`config.mk`:
```
export PLATFORM = sky130hd
export DESIGN_NAME = mux2_select_scheduler_flat
export DESIGN_NICKNAME = d
export VERILOG_FILES = /design/src/rtl/mux2_select_scheduler_if.sv /design/src/rtl/mux2_select_scheduler.sv /design/src/flat_wrapper.sv
export SDC_FILE = /design/constraint.sdc
export NUM_CORES = 1
export LEC_CHECK = 0
export ABC_AREA = 0
export CORE_ASPECT_RATIO = 0.9
export CORE_MARGIN = 8
export CORE_UTILIZATION = 30
export CTS_BUF_LIST = sky130_fd_sc_hd__clkbuf_16
export DETAILED_ROUTE_END_ITERATION = 6
export HOLD_SLACK_MARGIN = 0.06
export PLACE_DENSITY = 0.44
export RECOVER_POWER = 25
export SETUP_SLACK_MARGIN = 0.2
export SLEW_MARGIN = 20
export SYNTH_ARGS = -nofsm -noshare
export SYNTH_HDL_FRONTEND = slang
export SYNTH_SLANG_ARGS = --single-unit
export TNS_END_PERCENT = 100
```
`constraint.sdc`:
```
create_clock -name Clk -period 2.15 [get_ports Clk]
set_clock_uncertainty 0.2 [all_clocks]
set_input_delay 0.43 -clock Clk [delete_from_list [all_inputs] [get_ports Clk]]
set_output_delay 0.43 -clock Clk [all_outputs]
set_load 0.02 [all_outputs]
```
`src/rtl/mux2_select_scheduler_if.sv`:
```
// Request/grant and ttl_74157 control bundle for mux2_select_scheduler.
interface mux2_select_scheduler_if;
  logic [1:0] Request;
  logic [1:0] Grant;
  logic       Select;
  logic       Enable_bar;
  logic       Busy;

  // Requester side: raises requests, observes grant and mux control.
  modport master (
    output Request,
    input  Grant,
    input  Select,
    input  Enable_bar,
    input  Busy
  );

  // Scheduler side.
  modport slave (
    input  Request,
    output Grant,
    output Select,
    output Enable_bar,
    output Busy
  );
endinterface

```
`src/rtl/mux2_select_scheduler.sv`:
```
// Round-robin scheduler sharing one ttl_74157 quad 2:1 mux between requesters
// A (input 0) and B (input 1). Break-before-make: the mux is disabled before
// Select moves and stays disabled for a guard interval before a grant.
module mux2_select_scheduler #(
  parameter int unsigned GUARD_CYCLES = 1,
  parameter int unsigned HOLD_MIN     = 2,
  parameter int unsigned MAX_HOLD     = 8
) (
  input  logic                    Clk,
  input  logic                    Clear,
  mux2_select_scheduler_if.slave  bus
);

  localparam int unsigned GW = 4;
  localparam int unsigned HW = 8;
  localparam logic [HW-1:0] HOLD_SAT = '1;

  typedef enum logic [1:0] {
    ST_IDLE    = 2'd0,
    ST_GUARD   = 2'd1,
    ST_OWN     = 2'd2,
    ST_DISABLE = 2'd3
  } state_t;

  state_t        state_q, state_d;
  logic          sel_q, sel_d;
  logic [1:0]    grant_q, grant_d;
  logic          en_bar_q, en_bar_d;
  logic          busy_q, busy_d;
  logic          last_q, last_d;
  logic [HW-1:0] hold_q, hold_d;
  logic [GW-1:0] guard_q, guard_d;

  logic [1:0]    req;
  logic          winner;
  logic          release_c;
  logic          preempt_c;

  assign req = bus.Request;

  // Round-robin pick: sole requester, otherwise whoever was not served last.
  always_comb begin
    winner = ~last_q;
    if (req[0] && !req[1]) begin
      winner = 1'b0;
    end else if (req[1] && !req[0]) begin
      winner = 1'b1;
    end
  end

  // Owner exit conditions; a cycle with both is a single exit.
  always_comb begin
    release_c = !req[sel_q] && (hold_q >= HW'(HOLD_MIN));
    preempt_c = (MAX_HOLD != 0) && req[~sel_q] && (hold_q >= HW'(MAX_HOLD));
  end

  // Next-state and registered-output logic.
  always_comb begin
    state_d  = state_q;
    sel_d    = sel_q;
    grant_d  = grant_q;
    en_bar_d = en_bar_q;
    last_d   = last_q;
    hold_d   = hold_q;
    guard_d  = guard_q;

    case (state_q)
      ST_IDLE: begin
        grant_d  = 2'b00;
        en_bar_d = 1'b1;
        if (|req) begin
          state_d = ST_GUARD;
          sel_d   = winner;
          guard_d = GW'(GUARD_CYCLES);
        end
      end

      ST_GUARD: begin
        en_bar_d = 1'b1;
        guard_d  = guard_q - GW'(1);
        if (!req[sel_q]) begin
          state_d = ST_IDLE;
        end else if (guard_q <= GW'(1)) begin
          state_d  = ST_OWN;
          grant_d  = sel_q ? 2'b10 : 2'b01;
          en_bar_d = 1'b0;
          last_d   = sel_q;
          hold_d   = HW'(1);
        end
      end

      ST_OWN: begin
        if (hold_q != HOLD_SAT) begin
          hold_d = hold_q + HW'(1);
        end
        if (release_c || preempt_c) begin
          state_d  = ST_DISABLE;
          grant_d  = 2'b00;
          en_bar_d = 1'b1;
        end
      end

      ST_DISABLE: begin
        en_bar_d = 1'b1;
        grant_d  = 2'b00;
        if (req[~sel_q]) begin
          state_d = ST_GUARD;
          sel_d   = ~sel_q;
          guard_d = GW'(GUARD_CYCLES);
        end else if (req[sel_q]) begin
          state_d = ST_GUARD;
          guard_d = GW'(GUARD_CYCLES);
        end else begin
          state_d = ST_IDLE;
        end
      end

      default: begin
        state_d = ST_IDLE;
      end
    endcase

    busy_d = (state_d != ST_IDLE);
  end

  // State and output registers; Clear overrides everything.
  always_ff @(posedge Clk) begin
    if (Clear) begin
      state_q  <= ST_IDLE;
      sel_q    <= 1'b0;
      grant_q  <= 2'b00;
      en_bar_q <= 1'b1;
      busy_q   <= 1'b0;
      last_q   <= 1'b1;
      hold_q   <= '0;
      guard_q  <= '0;
    end else begin
      state_q  <= state_d;
      sel_q    <= sel_d;
      grant_q  <= grant_d;
      en_bar_q <= en_bar_d;
      busy_q   <= busy_d;
      last_q   <= last_d;
      hold_q   <= hold_d;
      guard_q  <= guard_d;
    end
  end

  assign bus.Grant      = grant_q;
  assign bus.Select     = sel_q;
  assign bus.Enable_bar = en_bar_q;
  assign bus.Busy       = busy_q;

endmodule

```
`src/flat_wrapper.sv`:
```
// flat-port wrapper written by rule: the top's interface ports become plain ports
module mux2_select_scheduler_flat 
#(
  parameter int unsigned GUARD_CYCLES = 1,
  parameter int unsigned HOLD_MIN     = 2,
  parameter int unsigned MAX_HOLD     = 8
)
  (Clk, Clear, bus_Request, bus_Grant, bus_Select, bus_Enable_bar, bus_Busy);
  mux2_select_scheduler_if bus_i ();
  input  logic Clk;
  input  logic Clear;
  input wire logic [$bits(bus_i.Request)-1:0] bus_Request;
  output wire logic [$bits(bus_i.Grant)-1:0] bus_Grant;
  output wire logic [$bits(bus_i.Select)-1:0] bus_Select;
  output wire logic [$bits(bus_i.Enable_bar)-1:0] bus_Enable_bar;
  output wire logic [$bits(bus_i.Busy)-1:0] bus_Busy;
  assign bus_i.Request = bus_Request;
  assign bus_Grant = bus_i.Grant;
  assign bus_Select = bus_i.Select;
  assign bus_Enable_bar = bus_i.Enable_bar;
  assign bus_Busy = bus_i.Busy;
  mux2_select_scheduler #(.GUARD_CYCLES(GUARD_CYCLES), .HOLD_MIN(HOLD_MIN), .MAX_HOLD(MAX_HOLD)) u_core (.Clk(Clk), .Clear(Clear), .bus(bus_i));
endmodule
```
**Run 1: where the registers sit**

Drawn at 6 px/um. Other sequential cells in the stronger grey, the rest of the logic in the fainter grey.
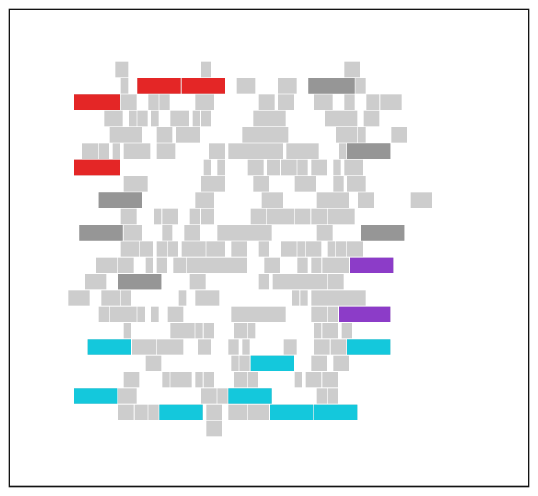
- u_core.hold_q: cyan (sequential cells 8)
- u_core.guard_q: red (sequential cells 4; where top left)
- u_core.state_q: purple (sequential cells 2)
- not coloured: 6
post-layout utilization of the core: 0.411
seq pwr: 0.522 mW
register share of the cell area: 0.227
Storage cell area: 408 um^2

**Run 1: clock wires, drivers and flops**

Drawn at 6 px/um.
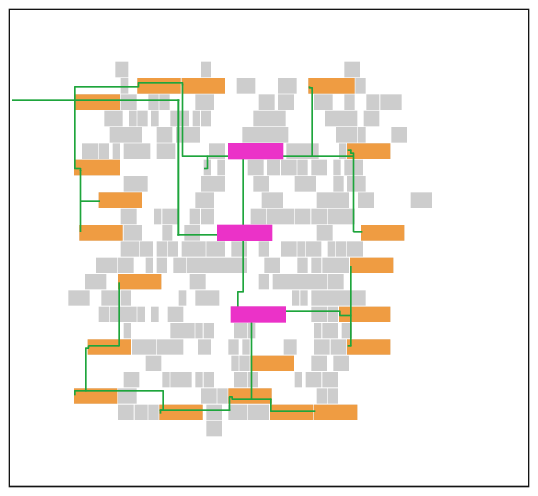
- clock wires: green (length 324 um)
- clock drivers: magenta (count 3)
- flip-flops: orange (count 20)
- routed clock nets: 4

==> run notes, run 1 <==
The layout was made with Yosys and OpenROAD.

The run finished with clean final reports. Looking at the clock tree report, the H-tree level count equals 1. The count of distinct cell types in the synthesized netlist is 44.

The leading register cell type out of synthesis is dfxtp_1. The maximum vdd ir drop is 0.422 mV. The buffer type at the clock tree root is clkbuf_16. Setup repair after global routing could not meet its margin everywhere. The worst setup slack before clock tree synthesis is -0.101 ns.

The total overflow reported by the global router is 0. Yosys reported that registers with async set or reset make up 0. The hold path startpoint is u_core.guard_q[1]$_SDFFE_PP0P_. The largest net degree at the start of global routing is 12. The total power after layout is 1.86 mW. The number of antenna violations at the first check in global routing was 0.

The main logic family after synthesis is AND-OR/OR-AND gates. The number of cells in the yosys synthesis report is 157. Per the layout report, the design carries 458 filler cells. The first global-routing pass estimated 6270 um of wire. The region available for standard cell placement spans 4370 um^2. After synthesis, the chip area reported by Yosys is 1340 um^2.

The report counts max-capacitance violations totalling 0. Per the finish-stage timing summary, setup violations number 0. The maximum net fanout on the critical path is 4. The final cycle utilization of the critical path is 0.918. The worst-case clock buffer depth is 2. According to the floorplan report, the total die area is 6840 um^2. The kind of path behind the tightest hold check is reg2reg. The total routing usage reported by global routing is 0.113. The XOR/XNOR share of the synthesized area is 0. The power report attributes to the combinational group a share of 0.509. The clock tree from TritonCTS is yes. The number of placement rows is 23. The minimum period implied by the final worst setup slack is 1.97 ns. For the worst reg-to-reg path, the endpoint reported by OpenROAD is u_core.guard_q[1]$_SDFFE_PP0P_. The share of total power dissipated in sequential elements is 0.280. The width of the die is 86.3 um. The portion of synthesized area spent on multiplexers is 0.0262. Per the timing report, the most critical flop-to-flop path originates at u_core.state_q[1]$_SDFF_PP0_. Looking at the hold checks, the worst path lands on u_core.guard_q[1]$_SDFFE_PP0P_. The flop-to-flop setup slack is 0.18 ns. The net count of the mapped netlist is 171.
**Run 1: routing congestion**

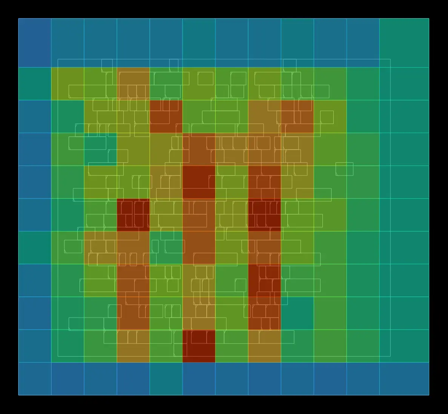
routed length per placed instance: 14.8 um
grt met2 use: 0.179
GR Util met3: 0.0227

==> run 1: critical path, delay by kind of cell (launching register included) <==
| kind | cells | cell delay [ns] |
|---|---|---|
| AND/OR/NAND/NOR | 2 | 0.61 |
| flip-flops | 1 | 0.36 |
| AND-OR/OR-AND | 2 | 0.35 |
| buffers and inverters | 2 | 0.24 |
| adder cells (fa/ha/maj) | 1 | 0.17 |
==> run 1: kinds of logic (layout without fill, tap and decap cells) <==
family,Yosys count,after routing
compound gates,54,54
fa+ha+maj,10,10
buf+inv,19,49
flops,20,20
mux,3,3
simple gates,51,51
==> run 1: flip-flops by register name (all words and copies together), names as in the netlist <==
register / count
u_core.hold_q: 8
u_core.bus.Enable_bar: 1
u_core.guard_q: 4
u_core.bus.Busy: 1
u_core.bus.Select: 1
u_core.state_q: 2
u_core.bus.Grant: 2
u_core.last_q: 1
==> run 1: area by class of cell <==
class	instances	area share
sequential	20	0.227
multi-input combinational	118	0.510
inverter	13	0.0271
clock buffer	3	0.0418
tap	62	0.0431
clock inverter	1	0.00209
timing repair buffer	32	0.149
==> run 1: layer usage <==
metal | global-route usage | share of wire | routed length, um
met1 | 0.145 | 0.49 | 1810
met2 | 0.179 | 0.47 | 1720
met3 | 0.0227 | 0.031 | 114
met4 | 0.0464 | 0.012 | 44
met5 | 0 | 0 | 0
==> run 1: per-stage QoR <==
step	instances	hold slack (ns)	TNS [ns]	area, um^2
final	249	0.291	0	1800
after global routing	249	0.315	0	1800
after CTS	248	0.275	0	1740
after detailed placement	240	0.266	-0.705	1600
after global placement	240	0.266	-0.709	1600
after floorplan	157	0.245	0	1340
==> run 1: repair_timing <==
action | CTS | global route
gates resized | 15 | 19
pin swaps | 5 | 6
buffers inserted | 4 | 1
endpoints found under the setup margin | 14 | 14
**Run 1: PDN straps and rails**

Drawn at 4 px/um. Pins as bars on the die edge.
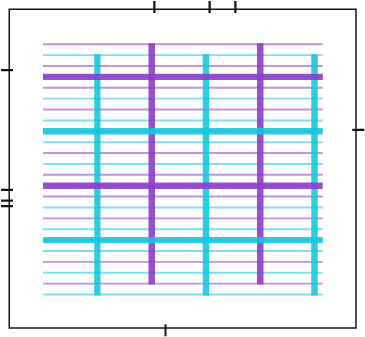

==> inputs of run 2 (changes only) <==
--- a/config.mk
+++ b/config.mk
@@ -12,7 +12,6 @@
 export CTS_BUF_LIST = sky130_fd_sc_hd__clkbuf_16
 export DETAILED_ROUTE_END_ITERATION = 6
 export HOLD_SLACK_MARGIN = 0.06
-export PLACE_DENSITY = 0.44
 export RECOVER_POWER = 25
 export SETUP_SLACK_MARGIN = 0.2
 export SLEW_MARGIN = 20
**Run 2: PDN straps and rails**

Drawn at 4 px/um. Pins as bars on the die edge.
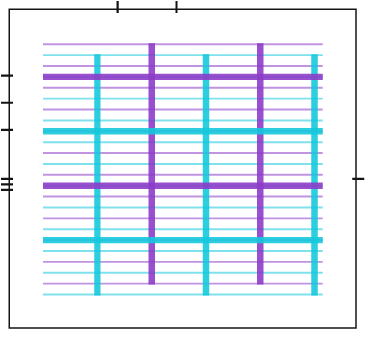
- VDD: purple
- VSS: cyan
- met4 straps: 5
- rows: 23
- met1 rails: 24
- signal pins: 9
- met5 straps: 4
highest ir drop seen on vdd: 0.480 mV
Floorplan Core Area: 4370 um^2
Die Wd: 86.3 um

**Run 2: where the registers sit**

Drawn at 6 px/um. Other sequential cells in the stronger grey, the rest of the logic in the fainter grey.
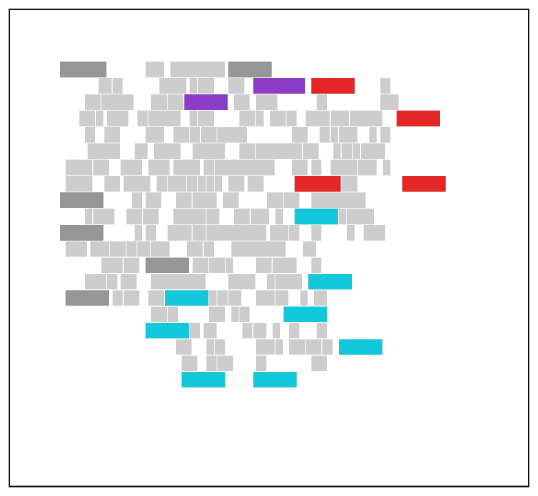
- u_core.state_q: purple (sequential cells 2)
- u_core.hold_q: cyan (sequential cells 8)
- u_core.guard_q: red (sequential cells 4)
register share of the cell area: 0.222
Storage cell area: 407 um^2
seq pwr: 0.516 mW
post-layout utilization of the core: 0.420

**Run 2: clock wires, drivers and flops**

Drawn at 6 px/um.
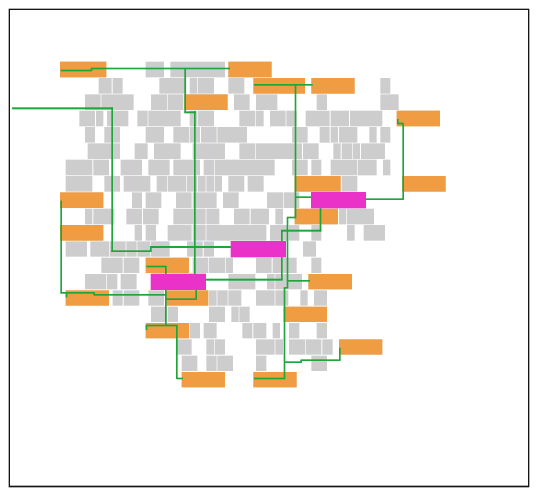
- clock wires: green (length 350 um)
- clock drivers: magenta (count 3)
- flip-flops: orange (count 20)
- routed clock nets: 4

==> run notes, run 2 <==
The layout was made with Yosys and OpenROAD.

The number of H-tree branching levels is 1. The largest registers in the layout are u_core.hold_q (8), u_core.guard_q (4). Row generation in the floorplan step produced 23 rows. The number of cells after detailed placement is 240. TritonCTS built the clock tree. The final timing summary puts the cycle share of the worst path at 0.904.

The average wire per cell in the routed design is 14.4 um. The final timing report counts setup violations totalling 0. The maximum net fanout on the critical path is 3. The largest net degree at the start of global routing is 12.

The number of cells in the yosys synthesis report is 157. After clock tree synthesis, the setup repair step added 3 buffers. The first global-routing pass estimated 5660 um of wire.

No sink is reached through more buffers than the 2 on the longest clock path. Looking at the cell usage after synthesis, the top flip-flop cell is dfxtp_1. The run finished with clean final reports. The fraction of registers with async set/reset is 0. For this run, the total global-route usage over all layers was measured as 0.102. The chip occupies 6840 um^2. More flip-flops sit in one register than any other, and that register is u_core.hold_q.

The number of antenna violations at the first check in global routing is 0. The register with the most flip-flops in the layout has 8 of them. The worst path in the final design needs a cycle of 1.94 ns, including I/O delays and setup. The number of nets handed over by synthesis was 171. The finished cells cover 1840 um^2.
run 2: cell type report:
cell class	instances	area, um^2
timing repair buffer	32	264
tap	62	77.6
inverter	13	52.6
clock buffer	3	75.1
sequential	20	407
multi-input combinational	120	960
fill	447	2540
run 2: critical path, delay by kind of cell, from the launching register on:
family / cells / cell delay, ns
simple gates: 2 / 0.57
flops: 1 / 0.36
compound gates: 2 / 0.34
buf+inv: 2 / 0.22
fa+ha+maj: 1 / 0.19
run 2: final timing paths:
check                                      start                        endpoint  slack [ns]
hold / removal    u_core.guard_q[0]$_SDFFE_PP0P_  u_core.guard_q[0]$_SDFFE_PP0P_        0.30
setup reg to reg    u_core.state_q[0]$_SDFF_PP0_  u_core.guard_q[1]$_SDFFE_PP0P_        0.21
hold reg to reg   u_core.guard_q[0]$_SDFFE_PP0P_  u_core.guard_q[0]$_SDFFE_PP0P_        0.30
setup / recovery    u_core.state_q[0]$_SDFF_PP0_  u_core.guard_q[1]$_SDFFE_PP0P_        0.21
run 2: cell families after synthesis:
logic type / count (synthesis) / synth area share
flip-flops: 20 / 0.300
AND-OR/OR-AND: 54 / 0.291
multiplexers: 3 / 0.0262
adder cells (fa/ha/maj): 10 / 0.0937
AND/OR/NAND/NOR: 51 / 0.227
buffers and inverters: 19 / 0.0619
run 2: report_power, final:
part           leakage, nW  switching [mW]  internal [mW]
combinational        0.468           0.509          0.432
sequential           0.164          0.0727          0.443
clock               0.0370           0.143          0.246
total                0.670           0.725           1.12
run 2: routing by layer:
| metal | global-route usage | vias up | routed length, um |
|---|---|---|---|
| met4 | 0.0412 | 0 | 53 |
| met3 | 0.0320 | 4 | 157 |
| met5 | 0 | - | 0 |
| met2 | 0.149 | 34 | 1570 |
| li1 | - | 666 | - |
| met1 | 0.135 | 642 | 1810 |
**Run 2: placement by cell class**

Drawn at 6 px/um. Fill, decap, tap and diode cells in grey.
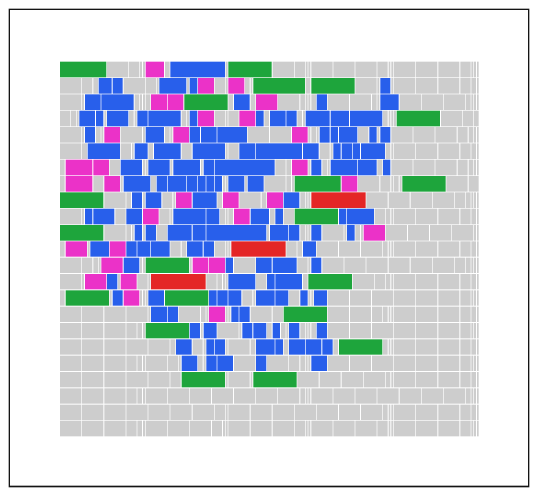

==> inputs of run 3 (changes only) <==
--- a/config.mk
+++ b/config.mk
@@ -6,7 +6,6 @@
 export NUM_CORES = 1
 export LEC_CHECK = 0
 export ABC_AREA = 0
-export CORE_ASPECT_RATIO = 0.9
 export CORE_MARGIN = 8
 export CORE_UTILIZATION = 30
 export CTS_BUF_LIST = sky130_fd_sc_hd__clkbuf_16
**Run 3: placement by cell class**

Drawn at 6 px/um. Fill, decap, tap and diode cells in grey.
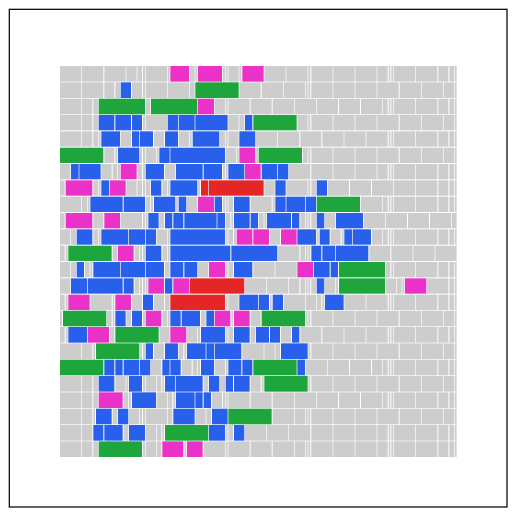
- clock drivers and dummy loads: red (cells 4; share of their area 4.5%)
- flops: green (cells 20; share of their area 23%)
- other buffers and delay cells: magenta (cells 31; share of their area 15%)
- combinational and other logic: blue (cells 131; share of their area 57%)

**Run 3: PDN straps and rails**

Drawn at 4 px/um. Pins as bars on the die edge.
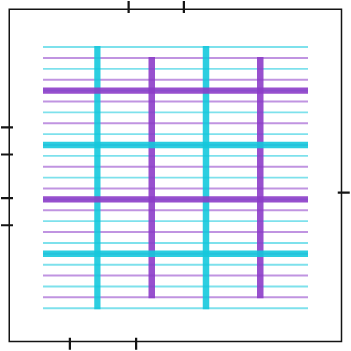
- VDD: purple
- VSS: cyan
- met1 rails: 25
- met4 straps: 4
- rows: 24
- met5 straps: 4

**Run 3: routing congestion**

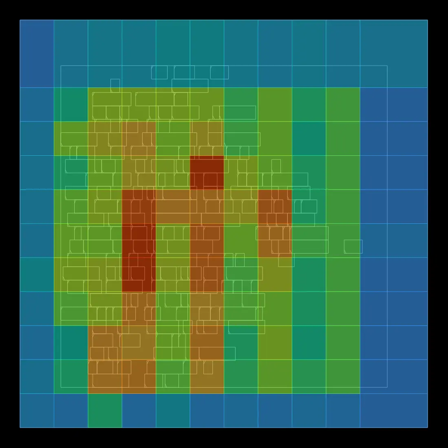
Total Routing Usage GR: 0.0990
grt met2 use: 0.163
routed length per placed instance: 13.7 um

==> run notes, run 3 <==
The layout was made with Yosys and OpenROAD.

The run finished with clean final reports. Switching power as a fraction of the total was reported as 0.379. Per the run summary, max-cap violations total 0. The leading register cell type out of synthesis is dfxtp_1. The combinational group power is 0.917 mW. The number of flip-flops in the largest register is 8. The number of cells in the finished layout apart from fillers is 238. The register share of total power is 0.283. Dividing the final minimum period by the clock period gives 0.912. The end-of-flow timing check tallies setup violations at 0. The internal power contribution is 1.13 mW. CTS built an H-tree with a depth of 1.

Entering global routing, the biggest net connects 12 pins. The register area is 405 um^2. The minimum period implied by the final worst setup slack is 1.96 ns.

The total power after layout is 1.82 mW. The maximum net fanout on the critical path is 8. Among cell families on the critical path, the largest total delay comes from simple AND/OR/NAND/NOR gates. The number of cells in the yosys synthesis report is 157. The and-or/or-and share of the synthesized area is 0.291. The post-synthesis simple-gate area fraction is 0.227. The largest registers in the layout are u_core.hold_q (8), u_core.guard_q (4). Per the synthesis report, the XOR/XNOR share of the synthesized area is 0. The wire length of the first global-routing pass is 5500 um.

In the synthesized netlist the async set-or-reset flop fraction comes to 0. Timing analysis after detailed placement gives a worst setup slack of -0.113 ns. The net switching power in the latest report is 0.691 mW. Once the clock tree was built, the setup fixing pass inserted 2 buffers.

The maximum vdd ir drop is 0.509 mV. The proportion of power drawn by combinational gates is 0.504. The area of the multi-input gates is 943 um^2. The proportion of synthesized area in mux cells is 0.0262. The worst hold margin is 0.279 ns.

The final report gives the standard cell area, fillers excluded, as 1810 um^2. The die covers 6840 um^2. Setup repair after global routing left no endpoint under its margin. The clock share of power is 0.213.
run 3: cell types whose count changed in the layout (fill, tap and decap cells not counted), moves of 2 or more:
cell | before | now
dfxtp_2 | 2 | 4
nor4_2 | 0 | 2
nor4_1 | 2 | 0
clkdlybuf4s50_1 | 2 | 4
buf_4 | 24 | 21
buf_6 | 0 | 2
inv_2 | 2 | 4
dlygate4sd3_1 | 3 | 1
run 3: routing by layer:
| layer | wire length (um) | vias up | GRT usage |
|---|---|---|---|
| met3 | 75 | 2 | 0.00866 |
| met5 | 0 | - | 0 |
| met4 | 27 | 0 | 0.0397 |
| li1 | - | 660 | - |
| met1 | 1580 | 609 | 0.129 |
| met2 | 1580 | 13 | 0.163 |
run 3: area by class of cell:
cell class | count | area share
clock buffers | 3 | 0.0416
clock inverters | 1 | 0.00208
inverters | 13 | 0.0270
multi-input cells | 118 | 0.523
flip-flops and latches | 20 | 0.225
well taps | 52 | 0.0360
repair buffers | 31 | 0.146
run 3: worst paths after layout:
path	end	start	slack [ns]	cells past startpoint
worst max-delay path	u_core.hold_q[5]$_SDFFE_PP0P_	u_core.state_q[1]$_SDFF_PP0_	0.19	7
worst min-delay path	u_core.guard_q[1]$_SDFFE_PP0P_	u_core.guard_q[1]$_SDFFE_PP0P_	0.28	2
worst max register to register	u_core.hold_q[5]$_SDFFE_PP0P_	u_core.state_q[1]$_SDFF_PP0_	0.19	7
worst min register to register	u_core.guard_q[1]$_SDFFE_PP0P_	u_core.guard_q[1]$_SDFFE_PP0P_	0.28	2
run 3: kinds of logic after synthesis:
logic type | after synthesis
flip-flops | 20
AND-OR/OR-AND | 54
adder cells (fa/ha/maj) | 10
multiplexers | 3
buffers and inverters | 19
AND/OR/NAND/NOR | 51
Power and IR drop assume default switching activity.
